--- src/rtl/dmem_port_arbiter_pkg.sv ---
// dmem_port_arbiter_pkg: shared sizes and per-port tag type for the data memory arbiter
package dmem_port_arbiter_pkg;
  localparam int SUBCORE_NUM = 4;
  localparam int NUM_REQ = SUBCORE_NUM + 1;
  localparam int ADDR_W = 17;
  localparam int DATA_W = 32;
  localparam int IDX_W = $clog2(NUM_REQ);
  typedef struct packed {
    logic valid;
    logic is_read;
    logic [IDX_W-1:0] idx;
  } port_tag_t;
endpackage

--- src/rtl/dmem_port_arbiter_rr_pick2.sv ---
// rr_pick2: first two set bits of mask, scanning upward from ptr with wrap
module rr_pick2 #(
  parameter int N = 4,
  localparam int W = $clog2(N)
) (
  input  logic [N-1:0] mask,
  input  logic [W-1:0] ptr,
  output logic         first_vld,
  output logic [W-1:0] first_idx,
  output logic         second_vld,
  output logic [W-1:0] second_idx
);
  always_comb begin
    int j;
    j = 0;
    first_vld = 1'b0;
    first_idx = '0;
    second_vld = 1'b0;
    second_idx = '0;
    for (int k = 0; k < N; k++) begin
      j = int'(ptr) + k;
      j = (j >= N) ? j - N : j;
      if (mask[j] && first_vld && !second_vld) begin
        second_vld = 1'b1;
        second_idx = W'(j);
      end
      if (mask[j] && !first_vld) begin
        first_vld = 1'b1;
        first_idx = W'(j);
      end
    end
  end
endmodule

--- src/rtl/dmem_port_arbiter.sv ---
// dmem_port_arbiter: shares dual-port data memory between main core and subcores, 2 grants/cycle
module dmem_port_arbiter #(
  parameter int NUM_REQ = dmem_port_arbiter_pkg::NUM_REQ,
  parameter int ADDR_W  = dmem_port_arbiter_pkg::ADDR_W,
  parameter int DATA_W  = dmem_port_arbiter_pkg::DATA_W
) (
  input  logic                      clk,
  input  logic                      rst,
  input  logic                      hold,
  input  logic [NUM_REQ-1:0]        req_valid,
  input  logic [NUM_REQ-1:0]        req_we,
  input  logic [NUM_REQ*ADDR_W-1:0] req_addr,
  input  logic [NUM_REQ*DATA_W-1:0] req_din,
  output logic [NUM_REQ-1:0]        req_ready,
  output logic [NUM_REQ-1:0]        resp_valid,
  output logic [NUM_REQ*DATA_W-1:0] resp_data,
  output logic [ADDR_W-1:0]         mem_addra,
  output logic [ADDR_W-1:0]         mem_addrb,
  output logic [DATA_W-1:0]         mem_dina,
  output logic [DATA_W-1:0]         mem_dinb,
  output logic                      mem_wea,
  output logic                      mem_web,
  input  logic [DATA_W-1:0]         mem_douta,
  input  logic [DATA_W-1:0]         mem_doutb
);
  import dmem_port_arbiter_pkg::*;
  localparam int RW = $clog2(NUM_REQ - 1);
  logic [IDX_W-1:0] rr_ptr, rr_nxt, a_idx, b_idx, last;
  logic [RW-1:0] rr_base, f_idx, s_idx;
  logic f_v, s_v, a_v, b_v, ga, gb, clash, a_we, b_we;
  logic [ADDR_W-1:0] a_addr, b_addr;
  logic [DATA_W-1:0] a_din, b_din;
  port_tag_t [1:0] tag1, tag2;
  assign rr_base = RW'(rr_ptr - 1'b1);
  rr_pick2 #(.N(NUM_REQ - 1)) u_pick (
    .mask(req_valid[NUM_REQ-1:1]),
    .ptr(rr_base),
    .first_vld(f_v),
    .first_idx(f_idx),
    .second_vld(s_v),
    .second_idx(s_idx)
  );
  assign a_addr = req_addr[a_idx*ADDR_W +: ADDR_W];
  assign b_addr = req_addr[b_idx*ADDR_W +: ADDR_W];
  assign a_din = req_din[a_idx*DATA_W +: DATA_W];
  assign b_din = req_din[b_idx*DATA_W +: DATA_W];
  assign a_we = req_we[a_idx];
  assign b_we = req_we[b_idx];
  // main core owns port A when present; RR picks fill whatever remains
  always_comb begin
    a_v = req_valid[0] | f_v;
    a_idx = req_valid[0] ? '0 : IDX_W'(f_idx) + 1'b1;
    b_v = req_valid[0] ? f_v : s_v;
    b_idx = IDX_W'(req_valid[0] ? f_idx : s_idx) + 1'b1;
    clash = a_v && b_v && (a_addr == b_addr) && (a_we || b_we);
    ga = a_v && !hold && !rst;
    gb = b_v && !hold && !rst && !clash;
    req_ready = (ga ? NUM_REQ'(1) << a_idx : '0) | (gb ? NUM_REQ'(1) << b_idx : '0);
    last = gb ? b_idx : a_idx;
    rr_nxt = (gb || (ga && !req_valid[0])) ?
             ((last == IDX_W'(NUM_REQ - 1)) ? IDX_W'(1) : last + 1'b1) : rr_ptr;
  end
  always_ff @(posedge clk) begin
    if (rst) begin
      rr_ptr <= IDX_W'(1);
      mem_addra <= '0;
      mem_addrb <= '0;
      mem_dina <= '0;
      mem_dinb <= '0;
      mem_wea <= 1'b0;
      mem_web <= 1'b0;
      tag1 <= '0;
      tag2 <= '0;
    end else begin
      rr_ptr <= rr_nxt;
      mem_wea <= ga && a_we;
      mem_web <= gb && b_we;
      mem_addra <= ga ? a_addr : mem_addra;
      mem_dina <= ga ? a_din : mem_dina;
      mem_addrb <= gb ? b_addr : mem_addrb;
      mem_dinb <= gb ? b_din : mem_dinb;
      tag1[0] <= port_tag_t'{ga, ga && !a_we, a_idx};
      tag1[1] <= port_tag_t'{gb, gb && !b_we, b_idx};
      tag2 <= tag1;
    end
  end
  // memory output of the second tag stage belongs to that tag's requester
  always_comb begin
    resp_valid = '0;
    resp_data = '0;
    for (int p = 0; p < 2; p++) begin
      if (tag2[p].valid && tag2[p].is_read && !rst) begin
        resp_valid[tag2[p].idx] = 1'b1;
        resp_data[tag2[p].idx*DATA_W +: DATA_W] = (p == 1) ? mem_doutb : mem_douta;
      end
    end
  end
endmodule
--- config.mk ---
export PLATFORM = sky130hd
export DESIGN_NAME = dmem_port_arbiter
export DESIGN_NICKNAME = d
export VERILOG_FILES = /design/src/rtl/dmem_port_arbiter_pkg.sv /design/src/rtl/dmem_port_arbiter_rr_pick2.sv /design/src/rtl/dmem_port_arbiter.sv
export SDC_FILE = /design/constraint.sdc
export NUM_CORES = 1
export LEC_CHECK = 0
export ABC_AREA = 1
export CORE_AREA = 2 2 232 234
export CTS_CLUSTER_DIAMETER = 150
export CTS_CLUSTER_SIZE = 8
export DETAILED_ROUTE_END_ITERATION = 12
export DIE_AREA = 0 0 234 236
export PLACE_DENSITY = 0.56
export SYNTH_ARGS = -nofsm -noshare
export SYNTH_HDL_FRONTEND = slang
export SYNTH_SLANG_ARGS = --single-unit
--- constraint.sdc ---
create_clock -name clk -period 4 [get_ports clk]
set_input_delay 0.4 -clock clk [delete_from_list [all_inputs] [get_ports clk]]
set_output_delay 0.4 -clock clk [all_outputs]
set_load 0.005 [all_outputs]
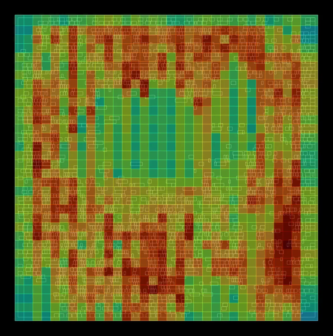
Fig. 1. Routing congestion map.
met3 usage: 0.04787
most heavily used metal layer in global routing: met2

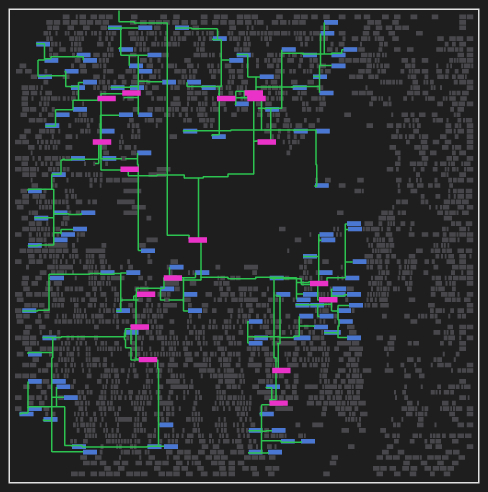
Fig. 2. Routed clock nets over the placement.
(2 px per um)
Key: magenta = clock-net drivers [count 17]; green = clock wires [length 2,480 um]; blue = flip-flops [count 122]
Position of the flops: widely spread.

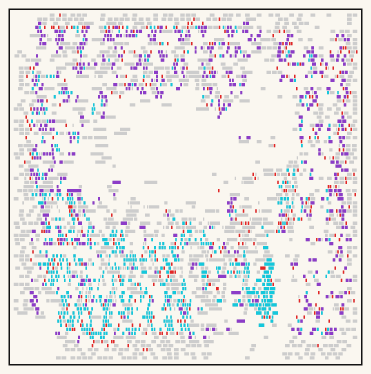
Fig. 3. Selected gate families.
(1.5 px per um)
Key: purple = aoi and oai cells [cells 562, where widely spread]; red = inv cells [cells 312, where widely spread]; cyan = nand cells [cells 638, where widely spread]

==> impl_report.txt <==
RUN METRICS
----------------------------------------------------
[GRT]
  Total routing usage reported by global routing ........................ 0.2608
  Initial antenna violation count ........................ 9
  Remaining global-route overflow ........................ 0
  Global-route wire length before repair ........................ between 100,000 and 150,000 um
  Number of global-route vias before repair ........................ 16,530
  Largest net degree at the start of global routing ........................ 84

[Clock tree]
  Clock tree from TritonCTS ........................ yes
  H-tree Lvls ........................ 4
  Clk ins delay skew pair ........................ 0.44 ns
  Number of sinks handled by clock tree synthesis ........................ roughly 120
  Max Buffers Root-to-Sink ........................ 2
  Number of buffers inserted during clock tree synthesis ........................ 17
  Clock edge transition at the registers on the reported setup and hold paths ........................ around 0.060 ns
  Clk Tree Root Cell ........................ clkbuf_16
  Post-CTS Hold Buffers ........................ 0

[Pwr]
  Net switching fraction of the power ........................ 0.4660
  Relative contribution of the clock network to total power ........................ 0.166
  Total power density per cell area ........................ between 400 and 500 nW/um^2
  Internal power ........................ between 4 and 5 mW
  Tot Pwr ........................ approximately 9 mW
  Sw power ........................ between 4 and 5 mW
  Power drawn by the clock network ........................ about 1.5 mW
  Leakage power ........................ between 8 and 9 nW
  Comb power frac ........................ 0.663
  Part of the power in registers ........................ 0.171
  Power drawn by the sequential cells ........................ 1.56 mW
  Largest power group ........................ combinational logic
  Comb power ........................ roughly 6.1 mW
  VDD IR-drop max ........................ 0.2967 mV

[Yosys]
  Top post-synthesis cells by count ........................ nand2_1 (376), inv_1 (306), nand3_1 (204)
  Post-Syn Area per Cell ........................ between 5 and 6 um^2
  Distinct cells, synth ........................ 39
  Synth top area share ........................ 0.2143
  Cells in synth_stat.txt ........................ just under 2,000
  Post-synth EDFFs ........................ 0
  Cell area after synthesis ........................ 11,400 um^2
  Number of cells produced by synthesis ........................ ~2,000
  Sequential area share after synthesis ........................ 0.2143
  Top area cell types ........................ dfxtp_1 (21%), nand2_1 (12%), inv_1 (10%), nand3_1 (9.0%), o21ai_0 (8.7%)
  Cell type with the largest total area ........................ dfxtp_1
  Register bit count reported by yosys ........................ 122
  Yosys top cell by instances ........................ nand2_1
  Yosys stat area ........................ between 10,000 and 15,000 um^2
  Yosys warning tally ........................ 0
  Most frequently used flop master after synthesis ........................ dfxtp_1
  Async SR Flop Fraction ........................ 0
  Post-Synthesis Net Count ........................ roughly 2,300

[Floorplan]
  Number of placed I/O pins ........................ slightly below 600
  Placeable core region ........................ between 50,000 and 60,000 um^2
  Floorplan core density ........................ 0.2148
  Vertical extent of the die ........................ approximately 240 um
  Floorplan die area ........................ approximately 55,000 um^2
  Number of placement rows ........................ between 80 and 90
  X dimension of the die ........................ approximately 230 um

[Final timing]
  Actual transition at the worst max-transition pin ........................ roughly 1.2 ns
  Worst hold slack ........................ 0.4044 ns
  Final TNS setup ........................ -2.129 ns
  Final tally of setup violations ........................ 5
  Highest Clock Rate ........................ around 220 MHz
  Unrepaired setup endpoints after global routing ........................ true
  Headroom to the max-slew limit ........................ 0.1928
  Max-slew violation count ........................ 0
  Final Hold Vio Count ........................ 0
  Clock period minus final worst setup slack ........................ ~4.5 ns
  Final critical-path share of the clock period ........................ 1.115
  Worst clock skew ........................ about 0.015 ns
  Final WS setup ........................ -0.4609 ns

[Detailed routing]
  Total number of vias ........................ about 17,000
  DRC violations left ........................ 0
  Per-cell routed wire length ........................ 23.30 um
  Per-cell via count in the routed design ........................ around 5.2
  Starting DRT DRC Count ........................ between 1,500 and 2,000
  DRT Wirelength ........................ approximately 78,000 um
  Number of nets with antenna violations after detailed routing ........................ 0
  TritonRoute pass-1 iters ........................ 6

[Critical path]
  End of the worst register-to-register path ........................ mem_dinb[17]
  Maximum fanout count along the critical path ........................ 7
  Reg-to-reg critical path startpoint ........................ rr_ptr[1]
  Count of cells along the worst register-to-register path ........................ 32
  Critical path buffers and inverters ........................ 10
  Maximum cell stage delay along the critical path ........................ roughly 0.49 ns
  Type of element launching the critical path ........................ input port
  Arrival time worst endpoint ........................ 4.06 ns
  Slowest library cell on the worst path ........................ clkdlybuf4s50_1
  Classification of the worst setup path ........................ input port to primary output
  Setup crit end kind ........................ primary output
  Worst R2R Setup Slack ........................ about 0.030 ns
  Largest delay contributor family on the critical path ........................ simple AND/OR/NAND/NOR gates
  Required time of the worst setup path ........................ around 3.6 ns

[Placed design]
  Minimum setup slack after placement ........................ -0.7916 ns
  Post-Place Cell Area ........................ 18,950 um^2
  Final weighted congestion of routability-driven global placement ........................ roughly 0.98
  Port buffer count ........................ about 600
  Instance count after placement with tap cells included ........................ between 3,000 and 4,000
  Hpwl dp ........................ about 57,000 um

[Flow run]
  Number of warning messages in the logs ........................ 33
  Max-cap violation count ........................ 0

[Final layout]
  Net count reported at finish ........................ about 3,000
  Share of layout cells above drive strength 1 ........................ 0.1488
  Highest-count cells in the layout ignoring fill and taps ........................ clkdlybuf4s50_1 (581), nand2_1 (336), inv_1 (299)
  Synthesis-to-layout area growth ........................ 81.28%
  Most frequent standard cell in the layout excluding fill and tap cells ........................ clkdlybuf4s50_1
  Number of cells in the finished layout apart from fillers ........................ approximately 3,400
  Summed area of non-filler cells in the final layout ........................ between 20,000 and 25,000 um^2
  Final design utilization ........................ 0.3893

[Hold path]
  Origin of the worst min-delay path ........................ tag1[3]
  Hold Path Class ........................ flip-flop to flip-flop
  WHS Path Cells ........................ 2
  Hold-critical path endpoint ........................ tag2[3]

[Run status]
  Failing checks ........................ setup timing
  Outcome ........................ complete, but fails checks

----------------------------------------------------
[per-layer routing]
layer | track usage | wire length (um) | vias to the layer above
met4 | 0.1252 | 3906 | 2
met1 | 0.3112 | 30470 | 8196
met5 | 0 | 13 | -
met3 | 0.04787 | 6393 | 156
met2 | 0.4463 | 37640 | 955
li1 | - | - | 8070
[kinds of logic (layout without fill, tap and decap cells)]
kind of cell / Yosys count / in the layout / share of synthesized area
and+or+nand+nor: 816 / 817 / 0.3113
other: 0 / 9 / 0
AOI/OAI and AO/OA: 563 / 563 / 0.3005
DFF: 122 / 122 / 0.2143
buffers and inverters: 464 / 1148 / 0.1618
adders and majority gates: 11 / 11 / 0.01208
[final cells by class]
| class | instances | area, um^2 |
|---|---|---|
| clock inverters | 10 | 97.59 |
| flip-flops and latches | 122 | 2450 |
| inverters | 312 | 1196 |
| repair buffers | 806 | 7905 |
| diodes | 9 | 22.52 |
| well taps | 696 | 870.8 |
| fillers | 5592 | 32410 |
| multi-input cells | 1391 | 7672 |
| clock buffers | 20 | 446.7 |
[flip-flops by register name (all words and copies together), names as in the netlist]
signal and cells:
tag1 10, mem_addrb 17, mem_web 1, rr_ptr 2, mem_wea 1, tag2 10, mem_dina 32, mem_dinb 32
mem_addra 17
[repair_timing]
| action | in CTS | in global routing |
|---|---|---|
| endpoints found under the setup margin | 45 | 77 |
| pin swaps | 28 | 28 |
| setup buffers | 7 | 29 |
| gates resized | 73 | 177 |
| gates cloned | 2 | 10 |
[worst max path at each step]
stage,cells after the start,start,end
after detailed placement,31,req_valid[3],req_ready[0]
final,32,req_valid[4],req_ready[2]
after CTS,32,rr_ptr[1],req_ready[2]
after global placement,30,req_valid[4],req_ready[1]
after floorplan,30,rr_ptr[0],req_ready[4]
after global routing,30,rr_ptr[0],req_ready[1]
No activity file was given, so power comes from the tool's default toggle rates.
